### The metal 3 layer

Drawn at 4 px/micron. Cells faint in the background.
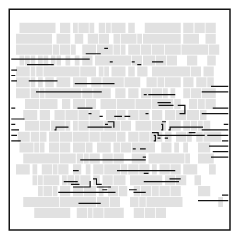
### Clock distribution

Drawn at 6 px/micron.
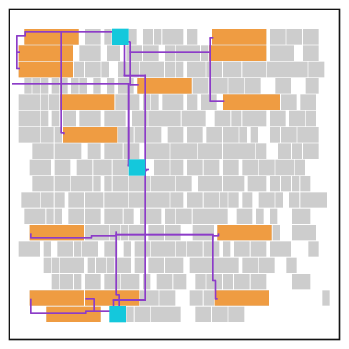
### src/rtl/mips_defs_pkg.sv
// Shared encodings for the multicycle MIPS controller: opcodes, FSM states, selects.
// Defining MULTICYCLE_CTRL_JAL_EN enables decoding of jal and jr; otherwise both are illegal.
package mips_defs_pkg;

  localparam logic [5:0] OP_RTYPE = 6'b000000;
  localparam logic [5:0] OP_J     = 6'b000010;
  localparam logic [5:0] OP_JAL   = 6'b000011;
  localparam logic [5:0] OP_BEQ   = 6'b000100;
  localparam logic [5:0] OP_ORI   = 6'b001101;
  localparam logic [5:0] OP_LUI   = 6'b001111;
  localparam logic [5:0] OP_LW    = 6'b100011;
  localparam logic [5:0] OP_SW    = 6'b101011;

  localparam logic [5:0] FN_ADDU  = 6'b100001;
  localparam logic [5:0] FN_SUBU  = 6'b100011;
  localparam logic [5:0] FN_JR    = 6'b001000;

  typedef enum logic [2:0] {
    S_FETCH, S_DECODE, S_EXE, S_MEM_RD, S_MEM_WR, S_WB, S_BR, S_JMP
  } state_t;

  typedef enum logic [1:0] {WD_ALU = 2'b00, WD_DM = 2'b01, WD_PC4 = 2'b10, WD_EXT = 2'b11} wd_sel_t;
  typedef enum logic [1:0] {WR_RT = 2'b00, WR_RD = 2'b01, WR_RA = 2'b10} wr_sel_t;
  typedef enum logic [1:0] {EXT_ZERO = 2'b00, EXT_SIGN = 2'b01, EXT_LUI = 2'b10} ext_t;
  typedef enum logic [1:0] {NPC_PC4 = 2'b00, NPC_BR = 2'b01, NPC_J = 2'b10, NPC_JR = 2'b11} npc_t;
  typedef enum logic [2:0] {ALU_ADD = 3'b000, ALU_SUB = 3'b001, ALU_OR = 3'b010} alu_t;

  typedef enum logic [3:0] {
    I_ADDU, I_SUBU, I_ORI, I_LUI, I_LW, I_SW, I_BEQ, I_J, I_JAL, I_JR, I_ILL
  } instr_t;

  typedef struct packed {
    logic    pc_wr;
    logic    ir_wr;
    logic    rf_wr;
    logic    dm_wr;
    wd_sel_t wd_sel;
    wr_sel_t wr_sel;
    logic    alu_src;
    ext_t    ext_op;
    npc_t    npc_sel;
    alu_t    alu_op;
    logic    retire;
  } ctrl_t;

  localparam ctrl_t CTRL_IDLE = ctrl_t'(0);

  function automatic instr_t classify(input logic [5:0] op, input logic [5:0] funct);
    instr_t c;
    c = I_ILL;
    case (op)
      OP_RTYPE: begin
        case (funct)
          FN_ADDU: c = I_ADDU;
          FN_SUBU: c = I_SUBU;
`ifdef MULTICYCLE_CTRL_JAL_EN
          FN_JR:   c = I_JR;
`endif
          default: c = I_ILL;
        endcase
      end
      OP_ORI:  c = I_ORI;
      OP_LUI:  c = I_LUI;
      OP_LW:   c = I_LW;
      OP_SW:   c = I_SW;
      OP_BEQ:  c = I_BEQ;
      OP_J:    c = I_J;
`ifdef MULTICYCLE_CTRL_JAL_EN
      OP_JAL:  c = I_JAL;
`endif
      default: c = I_ILL;
    endcase
    return c;
  endfunction

endpackage

### src/rtl/ctrl_out_dec.sv
// Combinational control-output decode from FSM state plus the instruction fields.
module ctrl_out_dec
  import mips_defs_pkg::*;
(
  input  state_t      state,
  input  logic [5:0]  op,
  input  logic [5:0]  funct,
  input  logic        zero,
  output ctrl_t       ctrl
);

  instr_t instr;

  assign instr = classify(op, funct);

  always_comb begin
    // NOTE: default every field first so no path leaves an output unassigned (no latches).
    ctrl = CTRL_IDLE;
    case (state)
      S_FETCH: begin
        ctrl.ir_wr   = 1'b1;
        ctrl.pc_wr   = 1'b1;
        ctrl.npc_sel = NPC_PC4;
      end
      S_DECODE: ctrl.retire = (instr == I_ILL);
      S_EXE: begin
        case (instr)
          I_SUBU: ctrl.alu_op = ALU_SUB;
          I_ORI: begin
            ctrl.alu_op  = ALU_OR;
            ctrl.alu_src = 1'b1;
            ctrl.ext_op  = EXT_ZERO;
          end
          I_LW, I_SW: begin
            ctrl.alu_src = 1'b1;
            ctrl.ext_op  = EXT_SIGN;
          end
          I_LUI: begin
            ctrl.alu_src = 1'b1;
            ctrl.ext_op  = EXT_LUI;
          end
          default: ;
        endcase
      end
      S_MEM_WR: begin
        ctrl.dm_wr  = 1'b1;
        ctrl.retire = 1'b1;
      end
      S_WB: begin
        ctrl.rf_wr  = 1'b1;
        ctrl.retire = 1'b1;
        case (instr)
          I_ADDU, I_SUBU: ctrl.wr_sel = WR_RD;
          I_LW:           ctrl.wd_sel = WD_DM;
          I_LUI: begin
            ctrl.wd_sel = WD_EXT;
            ctrl.ext_op = EXT_LUI;
          end
          default: ;
        endcase
      end
      S_BR: begin
        ctrl.alu_op  = ALU_SUB;
        ctrl.pc_wr   = zero;
        ctrl.npc_sel = NPC_BR;
        ctrl.retire  = 1'b1;
      end
      S_JMP: begin
        ctrl.pc_wr  = 1'b1;
        ctrl.retire = 1'b1;
        case (instr)
          I_J:  ctrl.npc_sel = NPC_J;
          I_JAL: begin
            ctrl.npc_sel = NPC_J;
            ctrl.rf_wr   = 1'b1;
            ctrl.wd_sel  = WD_PC4;
            ctrl.wr_sel  = WR_RA;
          end
          I_JR: ctrl.npc_sel = NPC_JR;
          default: ;
        endcase
      end
      default: ;
    endcase
  end

endmodule

### src/rtl/multicycle_ctrl.sv
// Multicycle MIPS control FSM: state register and op/funct latch; outputs via ctrl_out_dec.
module multicycle_ctrl
  import mips_defs_pkg::*;
#(
  parameter int ALUOP_W = 3
) (
  input  logic               clk,
  input  logic               rst_n,
  input  logic [5:0]         op,
  input  logic [5:0]         funct,
  input  logic               zero,
  output logic               pc_wr,
  output logic               ir_wr,
  output logic               rf_wr,
  output logic               dm_wr,
  output logic [1:0]         mux4_32sel,
  output logic [1:0]         mux4_5sel,
  output logic               alu_src,
  output logic [1:0]         ext_op,
  output logic [1:0]         npc_sel,
  output logic [ALUOP_W-1:0] alu_op,
  output logic               retire
);

  state_t     state;
  logic [5:0] op_q;
  logic [5:0] funct_q;
  logic [5:0] dec_op;
  logic [5:0] dec_funct;
  instr_t     instr;
  ctrl_t      ctrl;
  ctrl_t      ctrl_g;

  // IR is valid from DECODE on; later states see only the copy latched at DECODE.
  assign dec_op    = (state == S_DECODE) ? op    : op_q;
  assign dec_funct = (state == S_DECODE) ? funct : funct_q;
  assign instr     = classify(dec_op, dec_funct);

  always_ff @(posedge clk or negedge rst_n) begin
    // NOTE: sequential state uses non-blocking assignments so every register samples pre-edge values.
    if (!rst_n) begin
      state   <= S_FETCH;
      op_q    <= '0;
      funct_q <= '0;
    end else begin
      case (state)
        S_FETCH: state <= S_DECODE;
        S_DECODE: begin
          op_q    <= op;
          funct_q <= funct;
          case (instr)
            I_ADDU, I_SUBU, I_ORI, I_LUI, I_LW, I_SW: state <= S_EXE;
            I_BEQ:                                    state <= S_BR;
            I_J, I_JAL, I_JR:                         state <= S_JMP;
            default:                                  state <= S_FETCH;
          endcase
        end
        S_EXE: begin
          case (instr)
            I_LW:    state <= S_MEM_RD;
            I_SW:    state <= S_MEM_WR;
            default: state <= S_WB;
          endcase
        end
        S_MEM_RD: state <= S_WB;
        default:  state <= S_FETCH;
      endcase
    end
  end

  ctrl_out_dec u_dec (
    .state (state),
    .op    (dec_op),
    .funct (dec_funct),
    .zero  (zero),
    .ctrl  (ctrl)
  );

  // Reset forces every output low at once, so a held FETCH state cannot fire ir_wr/pc_wr.
  assign ctrl_g = rst_n ? ctrl : CTRL_IDLE;

  assign pc_wr      = ctrl_g.pc_wr;
  assign ir_wr      = ctrl_g.ir_wr;
  assign rf_wr      = ctrl_g.rf_wr;
  assign dm_wr      = ctrl_g.dm_wr;
  assign mux4_32sel = ctrl_g.wd_sel;
  assign mux4_5sel  = ctrl_g.wr_sel;
  assign alu_src    = ctrl_g.alu_src;
  assign ext_op     = ctrl_g.ext_op;
  assign npc_sel    = ctrl_g.npc_sel;
  assign alu_op     = ALUOP_W'(ctrl_g.alu_op);
  assign retire     = ctrl_g.retire;

endmodule

### config.mk
export PLATFORM = sky130hd
export DESIGN_NAME = multicycle_ctrl
export DESIGN_NICKNAME = d
export VERILOG_FILES = /design/src/rtl/mips_defs_pkg.sv /design/src/rtl/ctrl_out_dec.sv /design/src/rtl/multicycle_ctrl.sv
export SDC_FILE = /design/constraint.sdc
export NUM_CORES = 1
export LEC_CHECK = 0
export CORE_UTILIZATION = 43
export CTS_CLUSTER_SIZE = 8
export DETAILED_ROUTE_END_ITERATION = 8
export HOLD_SLACK_MARGIN = 0.1
export MAX_ROUTING_LAYER = met4
export PLACE_DENSITY = 0.75
export SLEW_MARGIN = 20
export SYNTH_ARGS = -nofsm -noshare
export SYNTH_HDL_FRONTEND = slang
export SYNTH_SLANG_ARGS = --single-unit
### constraint.sdc
create_clock -name clk -period 2.2 [get_ports clk]
set_clock_uncertainty 0.2 [all_clocks]
set_input_delay 0.44 -clock clk [delete_from_list [all_inputs] [get_ports clk]]
set_output_delay 0.44 -clock clk [all_outputs]
set_load 0.01 [all_outputs]
==> run_results.csv <==
group,metric,value,unit
sta,timing.fmax,0.330,GHz
sta,period_used_share,138,%
placed_design,gp_congestion,0.881,
drt,drtAntennaViolNets,0,
critical_path,criticalPathCategory,"reg2out",
drt,finalWirelength,4.85,mm
cells_and_area,final_cell_mix,"buf_4, nand2_1, dfrtp_1, clkdlybuf4s50_1",
sta,timing.final.ws_setup,-0.834,ns
clock_tree,clock_sinks,15,
floorplan,chipArea,0.00300,sq mm
flow_run,drv_cap,0,
drt,dr.pass1.iters,4,
critical_path,reg2reg_from,"state[1]",
sta,report.final.setup_viol,16,
critical_path,cp_max_fo,4,
hold_path,hold_path_class,"in2async",
placed_design,portBuffers,29,
clock_tree,cts_max_path_buffers,2,
floorplan,io_pins,32,
cells_and_area,syn2layout_area_growth,75.7,%
logic_synthesis,yosysCellCount,150,
grt,antenna_found_initial,0,
status,failed_checks,"negative setup slack",
logic_synthesis,ys_types,41,
logic_synthesis,syn_area_per_cell,7.99,sq um
status,outcome,"finished with violations",
clock_tree,path_clk_slew,0.10,ns
floorplan,core_area,0.00254,sq mm
sta,fin_setup_tns,-7.06,ns
clock_tree,tritoncts,"done",
logic_synthesis,async_reset_ff_share,100,%
floorplan,dieHeight,54.8,microns
grt,gr-total-overflow,0,
critical_path,reg2reg_depth,8,
clock_tree,htree_levels,1,
floorplan,fp_util,47.1,%
logic_synthesis,flop_cell,"dfrtp_1",
floorplan,num_rows,18,
logic_synthesis,synth-seq-cells,15,
power_and_ir_drop,vdd_drop_max,1.15,mV
About 'The metal 3 layer':
- main direction: horizontal
- share of all routed wire: 5.9%
- nets with wire on the layer: 58

About 'Clock distribution':
- clock wires: purple (length 248 microns)
- flip-flops: orange (count 15)
- cells driving clock nets: cyan (count 3)
- routed clock nets: 4

per-stage QoR:
step           instances  util, %  worst slack (ns)
2_1_floorplan        151        -           -0.0406
3_3_place_gp         251     72.9            -0.856
3_5_place_dp         251     72.9            -0.972
4_1_cts              277     81.0            -0.625
5_1_grt              278     82.7             -1.04
6_report             278     82.7            -0.834
cell usage after synthesis (all sizes together) (2+ instances only):
cell	n	area, sq um
xnor2	2	17.5
a311oi	2	23.8
nand3	5	25.0
or4	2	15.0
inv	3	11.3
a21oi	8	43.8
nor4b	2	17.5
o211ai	9	77.6
and2	3	20.0
and3	3	18.8
o211a	2	20.0
mux2i	3	30.0
nand2	38	143
buf	7	61.3
nand4	6	37.5
nor3b	4	41.3
clkbuf	3	11.3
and4b	2	20.0
nor3	10	50.1
a21boi	2	15.0
dfrtp	15	375
nor2	6	22.5
nand4b	2	17.5
cell families (layout without fill, tap and decap cells):
kind of cell,Yosys count,count (layout),synth area share [%]
AND/OR/NAND/NOR,88,89,38.9
AND-OR/OR-AND,28,28,18.5
flip-flops,15,15,31.3
buffers and inverters,13,109,6.99
multiplexers,3,3,2.51
XOR/XNOR,2,2,1.46
other,1,2,0.313
worst max-delay path, cell delays in order (launching register included):
cell,delay (ns)
dfrtp_2,0.45
nor3b_4,0.30
buf_6,0.16
nand4_1,0.13
a222oi_1,0.50
buf_4,0.19
nand3b_1,0.15
nor3b_2,0.06
buf_2,0.14
power breakdown:
group	internal, uW	total [uW]	switching, uW
clock network	68.1	174	106
registers	410	522	111
logic	1040	1910	865
total	1520	2610	1080
registers in the layout (all words and copies together), names as in the netlist:
register / flops
funct_q: 6
op_q: 6
state: 3
routing by layer:
metal	global-route usage, %	vias up	wire length (microns)
met3	4.72	33	285
met1	36.6	807	1890
met4	23.5	0	267
li1	-	744	-
met5	-	-	0
met2	62.2	98	2410
cell type report:
type	count	area (sq um)
Multi-Input combinational cell	124	833
Timing Repair Buffer	102	818
Fill cell	149	439
Sequential cell	15	378
Tap cell	30	37.5
Clock buffer	3	22.5
Inverter	3	11.3
Clock inverter	1	5.00
worst max-delay path by stage:
stage                     slack, ns  startpoint  cells past startpoint        end
final                         -0.83    state[1]                      8  alu_op[1]
after global routing          -1.04    state[1]                      8  alu_op[1]
after CTS                     -0.62    state[1]                      8  alu_op[1]
after detailed placement      -0.97       op[3]                      7  alu_op[1]
after global placement        -0.86       op[3]                      7  alu_op[1]
after floorplan               -0.04    state[0]                      7     retire
timing repair:
action / in CTS / in global routing
hold buffers: 0 / 0
pin swaps: 13 / 4
endpoints found under the setup margin: 17 / 17
buffers inserted: 21 / 2
hold endpoints to repair: 0 / 0
resized: 76 / 12
gates cloned: 1 / 0
Power and IR drop assume default switching activity.
